Figure 1. Cells coloured by class.
Scale bar: 20 um.
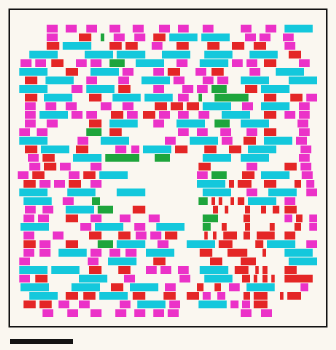
Figure 2. Cell sizes after repair.
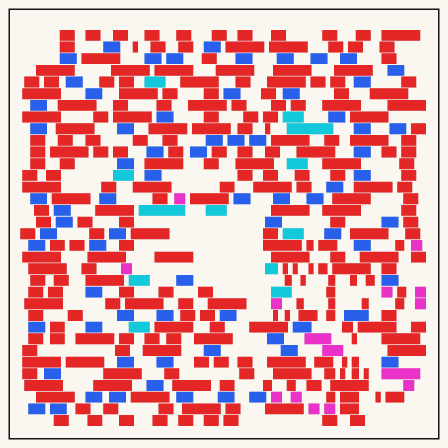
===== src/rtl/regdump_pkg.sv =====
// Shared definitions for the register-file dump unit.
//   - state_e      : dump sequencer states
//   - XLEN_DEF     : default register data width
//   - NUM_REGS_DEF : default number of architectural registers walked
package regdump_pkg;

  localparam int unsigned XLEN_DEF     = 64;
  localparam int unsigned NUM_REGS_DEF = 32;

  typedef enum logic [1:0] {
    IDLE = 2'd0,
    READ = 2'd1,
    HOLD = 2'd2,
    FIN  = 2'd3
  } state_e;

endpackage


===== src/rtl/regfile_dump_unit_if.sv =====
// Output beat stream of the register-file dump unit (valid/ready handshake).
//   out_valid : beat valid          (master -> slave)
//   out_ready : sink ready          (slave  -> master)
//   out_idx   : register index      (master -> slave)
//   out_data  : register value      (master -> slave)
//   out_last  : final register beat (master -> slave)
interface regfile_dump_unit_if
  import regdump_pkg::*;
#(
  parameter int unsigned XLEN  = XLEN_DEF,
  parameter int unsigned IDX_W = $clog2(NUM_REGS_DEF)
);

  logic             out_valid;
  logic             out_ready;
  logic [IDX_W-1:0] out_idx;
  logic [XLEN-1:0]  out_data;
  logic             out_last;

  modport master (
    output out_valid, out_idx, out_data, out_last,
    input  out_ready
  );

  modport slave (
    input  out_valid, out_idx, out_data, out_last,
    output out_ready
  );

endinterface


===== src/rtl/regfile_dump_unit.sv =====
// Walks an external register file from index 0 to NUM_REGS-1 and emits one
// stream beat per register (index + value) over a valid/ready interface.
// Each register costs a READ cycle (address driven, data captured) followed
// by a HOLD cycle that persists until the sink accepts the beat.
//
// Ports:
//   clk       : clock, rising edge
//   resetn    : asynchronous active-low reset
//   start     : one-cycle dump request, ignored unless idle
//   busy      : high while a dump is in progress
//   done      : one-cycle pulse after the final beat is accepted
//   rf_raddr  : register file read address (0 outside READ)
//   rf_rdata  : combinational register file read data
//   out       : beat stream (regfile_dump_unit_if.master)
//
// Build option: REGDUMP_ZERO_SKIP_EN -- registers holding zero are skipped
// in a single cycle without producing a beat; the final register is always
// emitted so out_last and done are guaranteed.
module regfile_dump_unit
  import regdump_pkg::*;
#(
  parameter  int unsigned XLEN     = XLEN_DEF,
  parameter  int unsigned NUM_REGS = NUM_REGS_DEF,
  localparam int unsigned IW       = $clog2(NUM_REGS)
) (
  input  logic                 clk,
  input  logic                 resetn,
  input  logic                 start,
  output logic                 busy,
  output logic                 done,
  output logic [IW-1:0]        rf_raddr,
  input  logic [XLEN-1:0]      rf_rdata,
  regfile_dump_unit_if.master  out
);

  localparam logic [IW-1:0] LAST_IDX = IW'(NUM_REGS - 1);

  state_e          state_q, state_d;
  logic [IW-1:0]   idx_q, idx_d;
  logic [IW-1:0]   oidx_q, oidx_d;
  logic [XLEN-1:0] odata_q, odata_d;
  logic            olast_q, olast_d;
  logic            skip;

`ifdef REGDUMP_ZERO_SKIP_EN
  assign skip = (rf_rdata == '0) && (idx_q != LAST_IDX);
`else
  assign skip = 1'b0;
`endif

  always_ff @(posedge clk or negedge resetn) begin
    if (!resetn) begin
      state_q <= IDLE;
      idx_q   <= '0;
      oidx_q  <= '0;
      odata_q <= '0;
      olast_q <= 1'b0;
    end else begin
      state_q <= state_d;
      idx_q   <= idx_d;
      oidx_q  <= oidx_d;
      odata_q <= odata_d;
      olast_q <= olast_d;
    end
  end

  always_comb begin
    state_d       = state_q;
    idx_d         = idx_q;
    oidx_d        = oidx_q;
    odata_d       = odata_q;
    olast_d       = olast_q;
    busy          = 1'b0;
    done          = 1'b0;
    rf_raddr      = '0;
    out.out_valid = 1'b0;

    unique case (state_q)
      IDLE: begin
        if (start) begin
          idx_d   = '0;
          state_d = READ;
        end
      end
      READ: begin
        busy     = 1'b1;
        rf_raddr = idx_q;
        if (skip) begin
          idx_d = idx_q + IW'(1);
        end else begin
          odata_d = rf_rdata;
          oidx_d  = idx_q;
          olast_d = (idx_q == LAST_IDX);
          state_d = HOLD;
        end
      end
      HOLD: begin
        busy          = 1'b1;
        out.out_valid = 1'b1;
        if (out.out_ready) begin
          if (idx_q == LAST_IDX) begin
            state_d = FIN;
          end else begin
            idx_d   = idx_q + IW'(1);
            state_d = READ;
          end
        end
      end
      FIN: begin
        done    = 1'b1;
        idx_d   = '0;
        state_d = IDLE;
      end
      default: state_d = IDLE;
    endcase
  end

  assign out.out_idx  = oidx_q;
  assign out.out_data = odata_q;
  // The captured last flag persists after the dump; qualify it with valid so
  // it is only seen on the final beat.
  assign out.out_last = olast_q & out.out_valid;

endmodule


===== src/flat_wrapper.sv =====
// flat-port wrapper written by rule: the top's interface ports become plain ports
module regfile_dump_unit_flat import regdump_pkg::*;
#(
  parameter  int unsigned XLEN     = XLEN_DEF,
  parameter  int unsigned NUM_REGS = NUM_REGS_DEF,
  localparam int unsigned IW       = $clog2(NUM_REGS)
)
  (clk, resetn, start, busy, done, rf_raddr, rf_rdata, out_out_valid, out_out_idx, out_out_data, out_out_last, out_out_ready);
  regfile_dump_unit_if #(.XLEN(XLEN), .IDX_W((5))) out_i ();
  input  logic clk;
  input  logic resetn;
  input  logic start;
  output logic busy;
  output logic done;
  output logic [IW-1:0] rf_raddr;
  input  logic [XLEN-1:0] rf_rdata;
  output wire logic [$bits(out_i.out_valid)-1:0] out_out_valid;
  output wire logic [$bits(out_i.out_idx)-1:0] out_out_idx;
  output wire logic [$bits(out_i.out_data)-1:0] out_out_data;
  output wire logic [$bits(out_i.out_last)-1:0] out_out_last;
  input wire logic [$bits(out_i.out_ready)-1:0] out_out_ready;
  assign out_out_valid = out_i.out_valid;
  assign out_out_idx = out_i.out_idx;
  assign out_out_data = out_i.out_data;
  assign out_out_last = out_i.out_last;
  assign out_i.out_ready = out_out_ready;
  regfile_dump_unit #(.XLEN(XLEN), .NUM_REGS(NUM_REGS)) u_core (.clk(clk), .resetn(resetn), .start(start), .busy(busy), .done(done), .rf_raddr(rf_raddr), .rf_rdata(rf_rdata), .out(out_i));
endmodule

===== config.mk =====
export PLATFORM = sky130hd
export DESIGN_NAME = regfile_dump_unit_flat
export DESIGN_NICKNAME = d
export VERILOG_FILES = /design/src/rtl/regdump_pkg.sv /design/src/rtl/regfile_dump_unit_if.sv /design/src/rtl/regfile_dump_unit.sv /design/src/flat_wrapper.sv
export SDC_FILE = /design/constraint.sdc
export NUM_CORES = 1
export LEC_CHECK = 0
export CAP_MARGIN = 20
export CELL_PAD_IN_SITES_DETAIL_PLACEMENT = 1
export CELL_PAD_IN_SITES_GLOBAL_PLACEMENT = 1
export CORE_MARGIN = 2
export CORE_UTILIZATION = 34
export DETAILED_ROUTE_END_ITERATION = 16
export HOLD_SLACK_MARGIN = 0.08
export PLACE_DENSITY_LB_ADDON = 0.1
export SYNTH_ARGS = -nofsm -noshare
export SYNTH_HDL_FRONTEND = slang
export SYNTH_SLANG_ARGS = --single-unit

===== constraint.sdc =====
create_clock -name clk -period 4 [get_ports clk]
set_clock_uncertainty 0.1 [all_clocks]
set_input_delay 0.8 -clock clk [delete_from_list [all_inputs] [get_ports clk]]
set_output_delay 0.8 -clock clk [all_outputs]
set_load 0.1 [all_outputs]

==> run summary <==
impl run done, here's what came out: status=finished, final reports clean, Final Worst Setup Slack=0.979 ns, PostCTS Resize Cnt=0, Max stage delay on crit path=1.12 ns, Pre-antenna DRT Iters=3, Yosys Chip Area=just over 3000 um2, main flop type=dfrtp_1, met2 GRT Util=26.2%, vias=about 2200, Worst setup EP type=output pin, dpl hpwl=about 5.6 mm, Initial Util=35.4%, DR WL met2=3.81 mm, min-delay worst type=reg -> reg, CTS root buf=clkbuf_8, MaxCap Viol Count=0, Fillers=858, Synth Warn #=0, uppermost routed layer=met4, Synth flops=77, Max Fanout on Critical Path=5, crit path time final=3.02 ns, RD Place Congestion=0.710, FFs w/ async S/R, synth=100%, Final Hold Fails=0, first-pass GRT wire length=12.3 mm, met1 WL=3.03 mm, vias per cell=4.70, top cells, area=dfrtp_1 (62%), mux2_2 (25%), ha_1 (2.8%), met3 GRT Util=5.76%, Post-Place Cell Area=4620 um2, Top cell area share=just over 60%, Overall Global Routing Usage=16.1%, remaining antenna violation count=0, CTS tree=yes, most instantiated logic cells after routing=clkdlybuf4s50_1 (136), dfrtp_1 (77), mux2_2 (70), DIE AREA=a little under 10000 um2, DP Worst Slack=roughly 1.3 ns, Top Usage Layer GRT=met2, share of cells above drive strength 1=28.0%, num rows=34, hold_buf cts=0, grt met1 use=19.1%, CP max-delay cell=clkdlybuf4s50_1, count of input and output buffers=145, flip-flops with a built-in enable=0, Worst setup SP type=flip-flop, vias in the first global route=2344, CTS buffer count=9, drt wl/cell=around 17 um, Die Span Y=between 90 and 100 um, initial drt markers=39, FMAX=331 MHz, Clk pin slew, worst setup/hold paths=0.08 ns, Die W=roughly 100 um, number of antenna violations at the first check in global routing=0, met3 WL=a little under 600 um, Synth Net Count=276, CP Cell Sequence=ha_1 > clkdlybuf4s50_1, Finish-stage setup viols=0, worst path required time=between 3 and 4 ns, Setup Fix Bufs, Post-CTS=0, DRC Markers=0, Slew Viols, Final=0, ant diodes=0, Clock Sinks=77, H-tree depth=3, WS Path Type=reg -> out, Tcrit/Tclk final=between 70% and 80%, Synth top cells by count=dfrtp_1 (77), mux2_2 (70), ha_1 (7), nand2_1 (7), and2_1 (6), Worst EP arrival=between 2 and 2.5 ns, Unique cell types=23, Max-Slew Margin vs Limit=a little under a third, Top cell excl fill/tap=clkdlybuf4s50_1, Synth Instances=between 200 and 250, CP delay by family, top=buffers and inverters, Fin Setup TNS=0 ns, clock buffer depth=2, Mapped Area=roughly 3100 um2, Yosys top cell by area=dfrtp_1, Synth Seq Share=61.8%
Back to the opening pictures, Figure 1:
Key: remaining buffers and delay cells = magenta [cells 146]; sequential cells = cyan [cells 77]; clock drivers and dummy loads = green [cells 16]; combinational and other logic = red [cells 114]
Final Cell Area: 4840 um2
Util after Layout: 54.9%
Core Area: 8810 um2

Back to the opening pictures, Figure 2:
Key: _2 cells = blue [cells 72, share 20%]; _0 and _1 cells = red [cells 254, share 72%]; _6 and larger = cyan [cells 12, share 3.4%]; _3 and _4 cells = magenta [cells 15, share 4.2%]

[flip-flops by register name, summed over array words and instances, names as in the netlist]
name	count
u_core.out.out_data	64
u_core.olast_q	1
u_core.out.out_idx	5
u_core.idx_q	5
u_core.state_q	2
[worst paths after layout]
kind	start	end	slack [ns]	depth (start not counted)
worst max-delay path	u_core.state_q[0]	done	0.98	2
worst min-delay path	u_core.out.out_data[23]	u_core.out.out_data[23]	0.41	1
worst max register to register	u_core.state_q[1]	u_core.out.out_data[62]	1.76	4
worst min register to register	u_core.out.out_data[23]	u_core.out.out_data[23]	0.41	1
max in group asynchronous	resetn	u_core.out.out_data[60]	2.63	1
min in group asynchronous	resetn	u_core.out.out_idx[3]	0.50	1
[logic make-up (layout without fill, tap and decap cells)]
logic type / count (synthesis) / count (layout) / share of synthesized area (%)
compound gates: 10 / 10 / 2.85
fa+ha+maj: 7 / 7 / 2.81
buf+inv: 13 / 165 / 2.93
flops: 77 / 77 / 61.8
mux: 70 / 70 / 25.3
simple gates: 24 / 24 / 4.30
[cell type report]
cell class / instances / area, um2 / share of cell area, %
Clock buffer: 11 / 131 / 2.72
Clock inverter: 5 / 83.8 / 1.73
Inverter: 3 / 11.3 / 0.233
Multi-Input combinational cell: 111 / 1110 / 23.0
Sequential cell: 77 / 1930 / 39.8
Tap cell: 108 / 135 / 2.79
Timing Repair Buffer: 146 / 1440 / 29.7
